--- src/rtl/bloom_pkg.sv ---
// Shared types and hash constants for the Bloom filter custom-instruction unit.
package bloom_pkg;

  typedef enum logic [1:0] {
    OpNop    = 2'b00,
    OpInsert = 2'b01,
    OpCheck  = 2'b10,
    OpClear  = 2'b11
  } bloom_op_e;

  typedef enum logic [1:0] {
    StIdle = 2'b00,
    StHash = 2'b01,
    StResp = 2'b10
  } bloom_state_e;

  // Element [k] is the multiplier of hash function k.
  localparam logic [3:0][31:0] HashMult = {
    32'h27D4EB2F, 32'hC2B2AE3D, 32'h85EBCA77, 32'h9E3779B1
  };

endpackage

--- src/rtl/bloom_hash.sv ---
// Multiplicative hash: bit index = upper IdxW bits of the low 32 bits of key * HashMult[k].
module bloom_hash
  import bloom_pkg::*;
#(
  parameter int unsigned IdxW = 8
) (
  input  logic [31:0]     key_i,
  input  logic [1:0]      k_i,
  output logic [IdxW-1:0] idx_o
);

  logic [31:0] prod;

  assign prod  = key_i * HashMult[k_i];
  assign idx_o = prod[31 -: IdxW];

endmodule

--- src/rtl/bloom_filter_unit.sv ---
// Bloom filter responder: INSERT / CHECK / CLEAR over valid/ready, one hash probed per cycle.
module bloom_filter_unit
  import bloom_pkg::*;
#(
  parameter int unsigned DATA_W = 32,
  parameter int unsigned M_BITS = 256,
  parameter int unsigned K_HASH = 3,
  parameter int unsigned CNT_W  = 16
) (
  input  logic              clk_i,
  input  logic              reset_i,
  input  logic              req_valid_i,
  output logic              req_ready_o,
  input  logic [1:0]        req_op_i,
  input  logic [DATA_W-1:0] req_data_i,
  output logic              resp_valid_o,
  input  logic              resp_ready_i,
  output logic              resp_match_o,
  output logic [CNT_W-1:0]  fill_count_o
);

  localparam int unsigned IdxW = $clog2(M_BITS);
  localparam logic [1:0] LastK = 2'(K_HASH - 1);
  localparam logic [CNT_W-1:0] FillOne = CNT_W'(1);

  bloom_state_e      state_q;
  bloom_op_e         op_q, req_op;
  logic [31:0]       key_q, key32;
  logic [1:0]        k_q;
  logic              hit_q;
  logic              req_ready_q, resp_valid_q, resp_match_q;
  logic [CNT_W-1:0]  fill_q;
  logic [M_BITS-1:0] bits_q;
  logic [IdxW-1:0]   idx;
  logic              bit_rd, last_k;

  assign req_op = bloom_op_e'(req_op_i);

  // Key is zero-extended or truncated to 32 bits before hashing.
  always_comb begin
    key32 = '0;
    for (int i = 0; i < 32; i++) begin
      if (i < DATA_W) key32[i] = req_data_i[i];
    end
  end

  bloom_hash #(
    .IdxW(IdxW)
  ) u_hash (
    .key_i(key_q),
    .k_i  (k_q),
    .idx_o(idx)
  );

  assign bit_rd = bits_q[idx];
  assign last_k = (k_q == LastK);

  always_ff @(posedge clk_i) begin
    if (reset_i) begin
      state_q      <= StIdle;
      op_q         <= OpNop;
      key_q        <= '0;
      k_q          <= '0;
      hit_q        <= 1'b0;
      req_ready_q  <= 1'b0;
      resp_valid_q <= 1'b0;
      resp_match_q <= 1'b0;
      fill_q       <= '0;
      bits_q       <= '0;
    end else begin
      unique case (state_q)
        StIdle: begin
          req_ready_q <= 1'b1;
          if (req_valid_i && req_ready_q) begin
            req_ready_q <= 1'b0;
            op_q        <= req_op;
            key_q       <= key32;
            k_q         <= '0;
            hit_q       <= 1'b1;
            unique case (req_op)
              OpInsert, OpCheck: state_q <= StHash;
              OpClear: begin
                bits_q       <= '0;
                fill_q       <= '0;
                resp_match_q <= 1'b0;
                resp_valid_q <= 1'b1;
                state_q      <= StResp;
              end
              OpNop: begin
                resp_match_q <= 1'b0;
                resp_valid_q <= 1'b1;
                state_q      <= StResp;
              end
            endcase
          end
        end
        StHash: begin
          // Read happens before this cycle's own set, so a fresh key reports a miss.
          hit_q <= hit_q & bit_rd;
          k_q   <= k_q + 2'd1;
          if (op_q == OpInsert) bits_q[idx] <= 1'b1;
          if (last_k || (op_q == OpCheck && !bit_rd)) begin
            resp_match_q <= hit_q & bit_rd;
            resp_valid_q <= 1'b1;
            state_q      <= StResp;
            if (op_q == OpInsert && fill_q != '1) fill_q <= fill_q + FillOne;
          end
        end
        StResp: begin
          if (resp_ready_i) begin
            resp_valid_q <= 1'b0;
            resp_match_q <= 1'b0;
            req_ready_q  <= 1'b1;
            state_q      <= StIdle;
          end
        end
        default: state_q <= StIdle;
      endcase
    end
  end

  assign req_ready_o  = req_ready_q;
  assign resp_valid_o = resp_valid_q;
  assign resp_match_o = resp_match_q;
  assign fill_count_o = fill_q;

endmodule

--- config.mk ---
export PLATFORM = sky130hd
export DESIGN_NAME = bloom_filter_unit
export DESIGN_NICKNAME = d
export VERILOG_FILES = /design/src/rtl/bloom_pkg.sv /design/src/rtl/bloom_hash.sv /design/src/rtl/bloom_filter_unit.sv
export SDC_FILE = /design/constraint.sdc
export NUM_CORES = 2
export LEC_CHECK = 0
export CAP_MARGIN = 0
export CORE_ASPECT_RATIO = 2
export CORE_MARGIN = 5
export CORE_UTILIZATION = 58
export CTS_CLUSTER_DIAMETER = 150
export CTS_CLUSTER_SIZE = 28
export DETAILED_ROUTE_END_ITERATION = 7
export PLACE_DENSITY_LB_ADDON = 0.12
export SETUP_SLACK_MARGIN = 0.5
export SYNTH_ARGS = -nofsm -noshare
export SYNTH_HDL_FRONTEND = slang
export SYNTH_SLANG_ARGS = --single-unit
--- constraint.sdc ---
create_clock -name clk_i -period 10 [get_ports clk_i]
set_clock_uncertainty 0.05 [all_clocks]
set_input_delay 1 -clock clk_i [delete_from_list [all_inputs] [get_ports clk_i]]
set_output_delay 1 -clock clk_i [all_outputs]
set_load 0.01 [all_outputs]
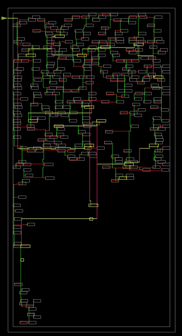
(images/clocks.png)
worst skew pair latency: 0.54 ns
CLK BUF: 15
CTS Sinks: 314

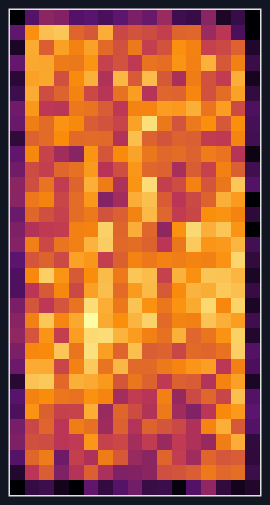
(images/cell_density.png)
Scale: 1.5 px per µm. The die is cut into 17 by 32 equal tiles; black is low, pale yellow is high, 0 to 100% covered.
mean over tiles	59%
tiles over 75% full	26%
densest ninth of the die	center

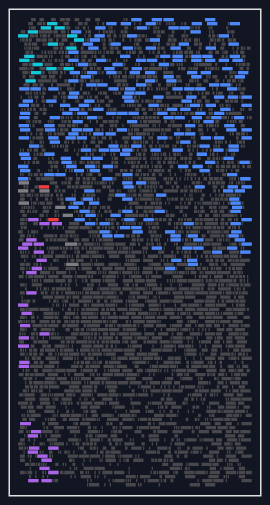
(images/flops_by_reg.png)
Scale: 1.5 px per µm. Other sequential cells in the stronger gray, the rest of the logic in the fainter gray.
signal	color	placed flops
key_q	purple	32
state_q	red	2
fill_count_o	cyan	16
bits_q	blue	256
not colored	8

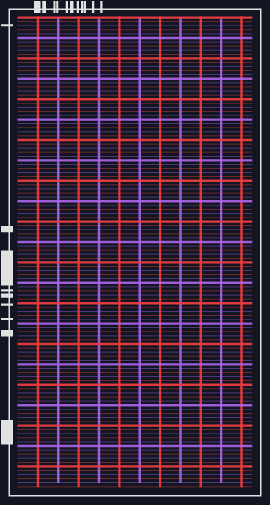
(images/power_grid.png)
Scale: 1.5 px per µm. Pins as bars on the die edge.
net	color
VDD	purple
VSS	red
met1 rails	116
met4 straps	11
signal pins	57
rows	115

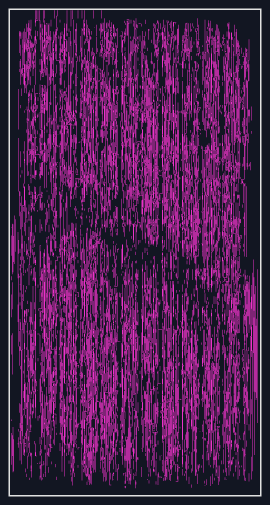
(images/layer_met2.png)
Scale: 1.5 px per µm.
nets with wire on the layer	3245
wire length on this layer	44.9 mm
main direction	vertical

-- metal layers --
layer / vias to the layer above / part of all wire (%)
met5: - / 0
met4: 0 / 4.5
met3: 218 / 7.9
met2: 1066 / 48
met1: 11800 / 40
li1: 10700 / -
-- worst reg2reg max path: cells and delay by family, from the launching register on --
kind            cells  cell delay [ns]
compound gates      9             1.66
flops               1             0.42
simple gates        6             1.03
mux                 1             0.18
fa+ha+maj          10             4.36
buf+inv            14             1.79
-- stage by stage --
stage	cell area, µm²	std cells
2_1_floorplan	28500	3243
3_3_place_gp	30500	3902
3_5_place_dp	30500	3902
4_1_cts	31600	3947
5_1_grt	32400	3980
6_report	32400	3982
-- state kept, by name, summed over array words and instances, names as in the netlist, 2 cells and up --
signal,cells
bits_q,256
key_q,32
fill_count_o,16
k_q,2
op_q,2
state_q,2
==> out/results.ini <==
[placement]
port_buffers = 56
routabilityCongestion = 1.02
dpl.hpwl_mm = 69.6

[synthesis]
xor_share_pct = 2.18
yosysSeqAreaShare_pct = 22.1
edf_count = 0
synthesis.instances = 3243
synthAoiAreaFrac_pct = 13.8
synthArstFlopShare_pct = 0
top_cell_area_share_pct = 28.3
ys_warn_count = 0
yosys_area_um2 = 28500
synth_area_um2 = 28500
ff_type = dfxtp_1
netlist-cell-type-count = 79
ys_cells = 3243
area_leaders = fa_1 (28%), dfxtp_1 (22%), ha_1 (5.9%)

[final_layout]
buffers = 277
comb_area_um2 = 20500
nMultiInputCombCells = 2299
ff_count = 314
mostFrequentLayoutCell = inv_1
flop_area_um2 = 6300
lay_top_cells = inv_1 (415), nor2_1 (398), fa_1 (389)
layout.nets = 3911
fillCellCount = 4161
largest_class = logic gates
fin_util_pct = 66.2
syn_to_final_growth_pct = 13.7
drive_gt1_share_pct = 11.7

[sta]
fin_crit_sh_pct = 96.3
hold-worst-slack_ns = 0.421
worst_slack_ns = 0.371
finalSetupTns_ns = 0
hold_violations = 0
setup_viol = 0
worstMarginPinSlew_ns = 1.25

[setup_path]
r2r-end = fill_count_o[1]
cp.depth = 40
cp_max_fo = 12
crit_required_ns = 10.35
crit_path_start_kind = register
critPathMostFrequentCell = fa_1
crit_path_start = k_q[0]
cp_slowest_cell = fa_1
slowest_delay_ns = 0.61
regToRegSetupSlack_ns = 0.37

[floorplanning]
row_count = 115
initCoreUtil_pct = 58.2
taps = 643
die_h_um = 323
core-area_um2 = 48900
die-area_um2 = 53900
io_pins = 57
dieWidth_um = 167

[hold_path]
hold_path_end = key_q[31]
min_path_type = reg2reg
hold_path_depth = 2
hp-start = key_q[31]

[clock_tree]
cts_setup_buffers = 23
ctsRootBufferMaster = clkbuf_16
cts_max_path_buffers = 3
cts_tree = yes
cts.reportedPaths.clkPinSlew_ns = 0.12

[job]
tool_warnings = 43
maxCapViolCount = 0

[global_route]
grt_max_degree = 248
grt-busiest-layer = met2
grt.overflow.total = 0
met3_usage_pct = 5.71
antenna_found_initial = 0
grt_pass1_vias = 23900
grt_use_total_pct = 34.2
grt.met1_usage_pct = 45.7
use_met2_pct = 56.4

[drt]
dr.first_iter.drc_count = 2335
drc = 0
vias = 23800

[outcome]
status = finished clean

